==> config.mk <==
export PLATFORM = sky130hd
export DESIGN_NAME = seg7_scan_pwm
export DESIGN_NICKNAME = d
export VERILOG_FILES = /design/src/rtl/seg7_pkg.sv /design/src/rtl/seg7_slot_timer.sv /design/src/rtl/seg7_scan_pwm.sv
export SDC_FILE = /design/constraint.sdc
export NUM_CORES = 1
export LEC_CHECK = 0
export CORE_MARGIN = 5
export CORE_UTILIZATION = 30
export DETAILED_ROUTE_END_ITERATION = 8
export SYNTH_ARGS = -nofsm -noshare
export SYNTH_HDL_FRONTEND = slang
export SYNTH_SLANG_ARGS = --single-unit
==> constraint.sdc <==
create_clock -name clk -period 5.93 [get_ports clk]
set_input_delay 1.186 -clock clk [delete_from_list [all_inputs] [get_ports clk]]
set_output_delay 1.186 -clock clk [all_outputs]
set_load 0.05 [all_outputs]
==> src/rtl/seg7_pkg.sv <==
// Shared constants for the multiplexed 7-segment driver: polarity defaults,
// inactive-level helpers and the standard hex digit patterns (bit7 = dp).
package seg7_pkg;

    localparam bit AN_ACTIVE_LOW_DEFAULT  = 1'b0;
    localparam bit SEG_ACTIVE_LOW_DEFAULT = 1'b1;
    localparam int MAX_DIGITS             = 64;

    // Patterns are active-high, segment a in bit0 through g in bit6.
    localparam logic [7:0] SEG_PAT_0     = 8'h3F;
    localparam logic [7:0] SEG_PAT_1     = 8'h06;
    localparam logic [7:0] SEG_PAT_2     = 8'h5B;
    localparam logic [7:0] SEG_PAT_3     = 8'h4F;
    localparam logic [7:0] SEG_PAT_4     = 8'h66;
    localparam logic [7:0] SEG_PAT_5     = 8'h6D;
    localparam logic [7:0] SEG_PAT_6     = 8'h7D;
    localparam logic [7:0] SEG_PAT_7     = 8'h07;
    localparam logic [7:0] SEG_PAT_8     = 8'h7F;
    localparam logic [7:0] SEG_PAT_9     = 8'h6F;
    localparam logic [7:0] SEG_PAT_A     = 8'h77;
    localparam logic [7:0] SEG_PAT_B     = 8'h7C;
    localparam logic [7:0] SEG_PAT_C     = 8'h39;
    localparam logic [7:0] SEG_PAT_D     = 8'h5E;
    localparam logic [7:0] SEG_PAT_E     = 8'h79;
    localparam logic [7:0] SEG_PAT_F     = 8'h71;
    localparam logic [7:0] SEG_PAT_BLANK = 8'h00;

    // Inactive anode level for every digit; only the low num_digits bits matter.
    function automatic logic [MAX_DIGITS-1:0] an_off(input int num_digits, input bit active_low);
        logic [MAX_DIGITS-1:0] m;
        m = '0;
        for (int i = 0; i < MAX_DIGITS; i++) begin
            if (i < num_digits) m[i] = active_low;
        end
        return m;
    endfunction

    function automatic logic [7:0] seg_off(input bit active_low);
        return active_low ? 8'hFF : 8'h00;
    endfunction

    function automatic logic [7:0] hex_to_seg(input logic [3:0] nib);
        logic [7:0] p;
        case (nib)
            4'h0: p = SEG_PAT_0;
            4'h1: p = SEG_PAT_1;
            4'h2: p = SEG_PAT_2;
            4'h3: p = SEG_PAT_3;
            4'h4: p = SEG_PAT_4;
            4'h5: p = SEG_PAT_5;
            4'h6: p = SEG_PAT_6;
            4'h7: p = SEG_PAT_7;
            4'h8: p = SEG_PAT_8;
            4'h9: p = SEG_PAT_9;
            4'hA: p = SEG_PAT_A;
            4'hB: p = SEG_PAT_B;
            4'hC: p = SEG_PAT_C;
            4'hD: p = SEG_PAT_D;
            4'hE: p = SEG_PAT_E;
            default: p = SEG_PAT_F;
        endcase
        return p;
    endfunction

endpackage

==> src/rtl/seg7_slot_timer.sv <==
// Digit slot timer: cnt counts cycles within a slot, pos selects the digit.
// frame_end marks the last cycle of the last digit's slot.
module seg7_slot_timer #(
    parameter int SCAN_DIV   = 625000,
    parameter int NUM_DIGITS = 4,
    localparam int CNT_W     = $clog2(SCAN_DIV),
    localparam int POS_W     = $clog2(NUM_DIGITS)
) (
    input  logic             clk,
    input  logic             rst,
    output logic [CNT_W-1:0] cnt,
    output logic [POS_W-1:0] pos,
    output logic             frame_end,
    output logic             slot_start
);
    import seg7_pkg::*;

    localparam logic [CNT_W-1:0] CNT_LAST = CNT_W'(SCAN_DIV - 1);
    localparam logic [POS_W-1:0] POS_LAST = POS_W'(NUM_DIGITS - 1);

    logic [CNT_W-1:0] cnt_q, cnt_d;
    logic [POS_W-1:0] pos_q, pos_d;

    // pos wraps explicitly so non-power-of-2 digit counts work.
    always_comb begin
        cnt_d = cnt_q + CNT_W'(1);
        pos_d = pos_q;
        if (cnt_q == CNT_LAST) begin
            cnt_d = '0;
            pos_d = (pos_q == POS_LAST) ? '0 : pos_q + POS_W'(1);
        end
    end

    always_ff @(posedge clk or posedge rst) begin
        if (rst) begin
            cnt_q <= '0;
            pos_q <= '0;
        end else begin
            cnt_q <= cnt_d;
            pos_q <= pos_d;
        end
    end

    assign cnt        = cnt_q;
    assign pos        = pos_q;
    assign frame_end  = (cnt_q == CNT_LAST) && (pos_q == POS_LAST);
    assign slot_start = (cnt_q == '0);

endmodule

==> src/rtl/seg7_scan_pwm.sv <==
// Multiplexed N-digit 7-segment driver with frame-aligned staging, per-digit
// enable, blank interval at slot start and PWM brightness.
module seg7_scan_pwm #(
    parameter int NUM_DIGITS     = 4,
    parameter int SCAN_DIV       = 625000,
    parameter int BLANK_CYC      = 2,
    parameter int BRIGHT_W       = 4,
    parameter bit AN_ACTIVE_LOW  = seg7_pkg::AN_ACTIVE_LOW_DEFAULT,
    parameter bit SEG_ACTIVE_LOW = seg7_pkg::SEG_ACTIVE_LOW_DEFAULT
) (
    input  logic                    clk,
    input  logic                    rst,
    input  logic [8*NUM_DIGITS-1:0] digit_codes,
    input  logic [NUM_DIGITS-1:0]   digit_en,
    input  logic                    load,
    input  logic [BRIGHT_W-1:0]     brightness,
    output logic [NUM_DIGITS-1:0]   an,
    output logic [7:0]              seg_code,
    output logic                    frame_start
);
    import seg7_pkg::*;

    localparam int CNT_W = $clog2(SCAN_DIV);
    localparam int POS_W = $clog2(NUM_DIGITS);

    localparam logic [MAX_DIGITS-1:0] AN_OFF_W = an_off(NUM_DIGITS, AN_ACTIVE_LOW);
    localparam logic [NUM_DIGITS-1:0] AN_OFF   = AN_OFF_W[NUM_DIGITS-1:0];
    localparam logic [7:0]            SEG_OFF  = seg_off(SEG_ACTIVE_LOW);
    localparam logic [CNT_W-1:0]      BLANK_END = CNT_W'(BLANK_CYC);

    logic [CNT_W-1:0] cnt;
    logic [POS_W-1:0] pos;
    logic             frame_end;
    logic             slot_start;

    seg7_slot_timer #(
        .SCAN_DIV  (SCAN_DIV),
        .NUM_DIGITS(NUM_DIGITS)
    ) u_timer (
        .clk       (clk),
        .rst       (rst),
        .cnt       (cnt),
        .pos       (pos),
        .frame_end (frame_end),
        .slot_start(slot_start)
    );

    // Staging: pending holds the latest load, active is what is displayed.
    logic [NUM_DIGITS-1:0][7:0] pend_code_q, pend_code_d;
    logic [NUM_DIGITS-1:0]      pend_en_q, pend_en_d;
    logic                       pend_q, pend_d;
    logic [NUM_DIGITS-1:0][7:0] act_code_q, act_code_d;
    logic [NUM_DIGITS-1:0]      act_en_q, act_en_d;

    always_comb begin
        pend_code_d = pend_code_q;
        pend_en_d   = pend_en_q;
        pend_d      = pend_q;
        act_code_d  = act_code_q;
        act_en_d    = act_en_q;
        if (load) begin
            pend_code_d = digit_codes;
            pend_en_d   = digit_en;
            pend_d      = 1'b1;
        end
        // A load in the boundary cycle bypasses pending so it is not a frame late.
        if (frame_end) begin
            if (load) begin
                act_code_d = digit_codes;
                act_en_d   = digit_en;
                pend_d     = 1'b0;
            end else if (pend_q) begin
                act_code_d = pend_code_q;
                act_en_d   = pend_en_q;
                pend_d     = 1'b0;
            end
        end
    end

    // Low cnt bits form the PWM ramp; zero-extend if the slot is shorter than the ramp.
    logic [BRIGHT_W-1:0] cnt_lsb;
    generate
        if (BRIGHT_W <= CNT_W) begin : g_lsb_slice
            assign cnt_lsb = cnt[BRIGHT_W-1:0];
        end else begin : g_lsb_ext
            assign cnt_lsb = BRIGHT_W'(cnt);
        end
    endgenerate

    logic                  lit;
    logic [NUM_DIGITS-1:0] an_hot;
    logic [NUM_DIGITS-1:0] an_d, an_q;
    logic [7:0]            seg_d, seg_q;
    logic                  frame_start_d, frame_start_q;

    always_comb begin
        lit = act_en_q[pos]
              && (cnt >= BLANK_END)
              && ((brightness == '1) || (cnt_lsb < brightness));
        an_hot = NUM_DIGITS'(1) << pos;
        an_d   = AN_OFF;
        seg_d  = SEG_OFF;
        if (lit) begin
            an_d  = an_hot ^ {NUM_DIGITS{AN_ACTIVE_LOW}};
            seg_d = act_code_q[pos] ^ {8{SEG_ACTIVE_LOW}};
        end
        frame_start_d = slot_start && (pos == '0);
    end

    always_ff @(posedge clk or posedge rst) begin
        if (rst) begin
            pend_code_q   <= '0;
            pend_en_q     <= '0;
            pend_q        <= 1'b0;
            act_code_q    <= '0;
            act_en_q      <= '0;
            an_q          <= AN_OFF;
            seg_q         <= SEG_OFF;
            frame_start_q <= 1'b0;
        end else begin
            pend_code_q   <= pend_code_d;
            pend_en_q     <= pend_en_d;
            pend_q        <= pend_d;
            act_code_q    <= act_code_d;
            act_en_q      <= act_en_d;
            an_q          <= an_d;
            seg_q         <= seg_d;
            frame_start_q <= frame_start_d;
        end
    end

    assign an          = an_q;
    assign seg_code    = seg_q;
    assign frame_start = frame_start_q;

endmodule
placed.png
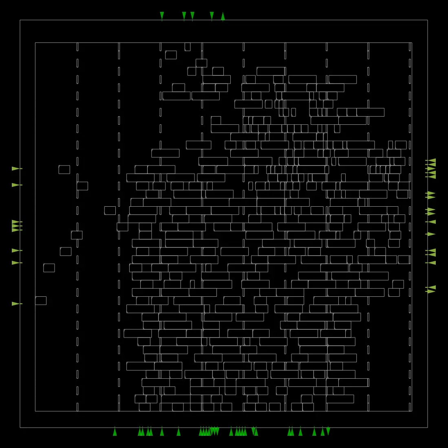
final cell count without fillers: 593
Seq area share: 47.0%
row cnt: 45
Tapcells: 211
final core occ: 37.7%

closeup.png
Window x 43 to 93, y 70 to 120 um. Cells in grey, sequential cells in the stronger grey; small squares are vias.
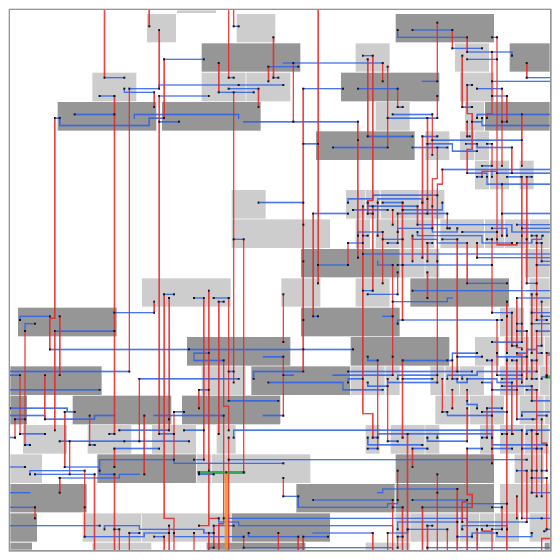
Key: green = M3; orange = M4; red = M2; blue = M1
Sequential cells in the window: 23. 97 logic cells have their middle in the window. Most frequent: dfrtp_1 (22), nor2_1 (11), mux2_2 (8). Netlist names of flops here include u_timer.cnt (10), act_code_q (5), pend_code_q (5).

==> Changelog: implementation <==
### Metrics

* Status: finished clean
* M2 GR Usage at 16.3%
* Met1 Wirelength at 4260 um
* Final count of hold timing violations at 0
* Clk pin slew, worst setup/hold paths at 0.07 ns
* Highest Signal Layer: met4
* Post-synth regs at 108
* Tool Warnings at 31
* Number of global-route vias before repair at 2816
* Final setup margin at 2.82 ns
* Met3 wire length at 344 um
* HPWL Detailed at 6150 um
* M3 GR Usage at 1.93%
* Post-route DRC at 0
* Pwr Density at 253 nW/um^2
* Post-Place Cells at 577
* Initial antenna violation count at 0
* Peak VDD IR at 0.000115 V
* Post-route minimum period at 3.11 ns
* Top cells by count, synth: dfrtp_1 (100), mux2_2 (44), mux2_4 (30), nor2_1 (19), nand3_1 (14)
* Num ports at 56
* Worst relative slew slack at 27.6%
* Most common cell in the netlist: dfrtp_1
* Share of layout cells above drive strength 1 at 29.6%
* Worst-Margin Slew at 1.08 ns
* Clk tree area frac at 5.25%
* Post-CTS Hold Buffers at 0
* Synth Cell Area at 4720 um^2
* Clk Latency, worst-skew pair at 0.34 ns
* CP Cell Sequence: buf_2, buf_4, nor2_1, nor2b_1, nand4_4, mux2_4
* RR Endpoint: act_code_q[19]
* Critical Path End: act_code_q[19]
* Pins Over Slew Limit at 0
* Synth Instances at 324
* Most common cell after layout, fill and taps aside: dfrtp_1
* Met1 usage at 14.0%
* Critical R2R Launch: u_timer.pos[0]
* P_int at 1.15 mW
* CP bufs+invs at 2
* Post-Synth AOI/OAI Area at 0.955%
* CP startpoint kind: primary input
* Die height at 135 um
* Top Usage Layer GRT: met2
* Synthesis-to-layout area growth at 22.4%
* Sequential element share of the synthesized area at 57.5%
* Worst Reg-to-Reg Cells at 4
* FF/Latch Area at 2710 um^2
* GR Util All Layers at 10.3%
* Data buffer area share at 9.71%
* WL met2 at 4290 um
* Fin Setup TNS at 0 ns
* Mux share at 24.6%
* Gpl congestion at 0.758
* Syn_area_per_cell at 14.6 um^2
* Core area at 15300 um^2
* Hold EP: pend_code_q[25]
* Yosys cell count at 324
* Post-route clock skew at 0.0105 ns
* Max clock buf depth at 2
* FFs & Latches at 108
* MaxCap Viol Count at 0
* CTS tree: built
* Leakage Power at 2.62 nW
* 1st-pass router iterations at 4
* Number of CTS-inserted buffers at 9
* Logic Gate Count at 192
* Cts repair resizes at 0
route_heat.png
Drawn at 3 px/um. The die is cut into 27 by 27 equal tiles; dark purple is low, yellow is high, scaled to the fullest tile. Values are wire area over tile area, all layers added.
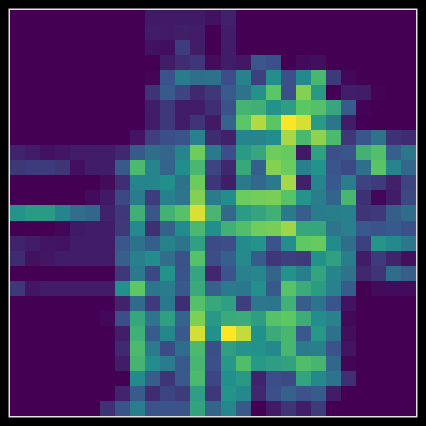
The densest ninth of the die: centre. The emptiest ninth of the die: upper left. 36% of the tiles are nearly empty. 17% of the tiles are over half the peak.
routed length per instance: 15.2 um
routed wire length: 9030 um
via count: 2623

Power and IR drop assume default switching activity.
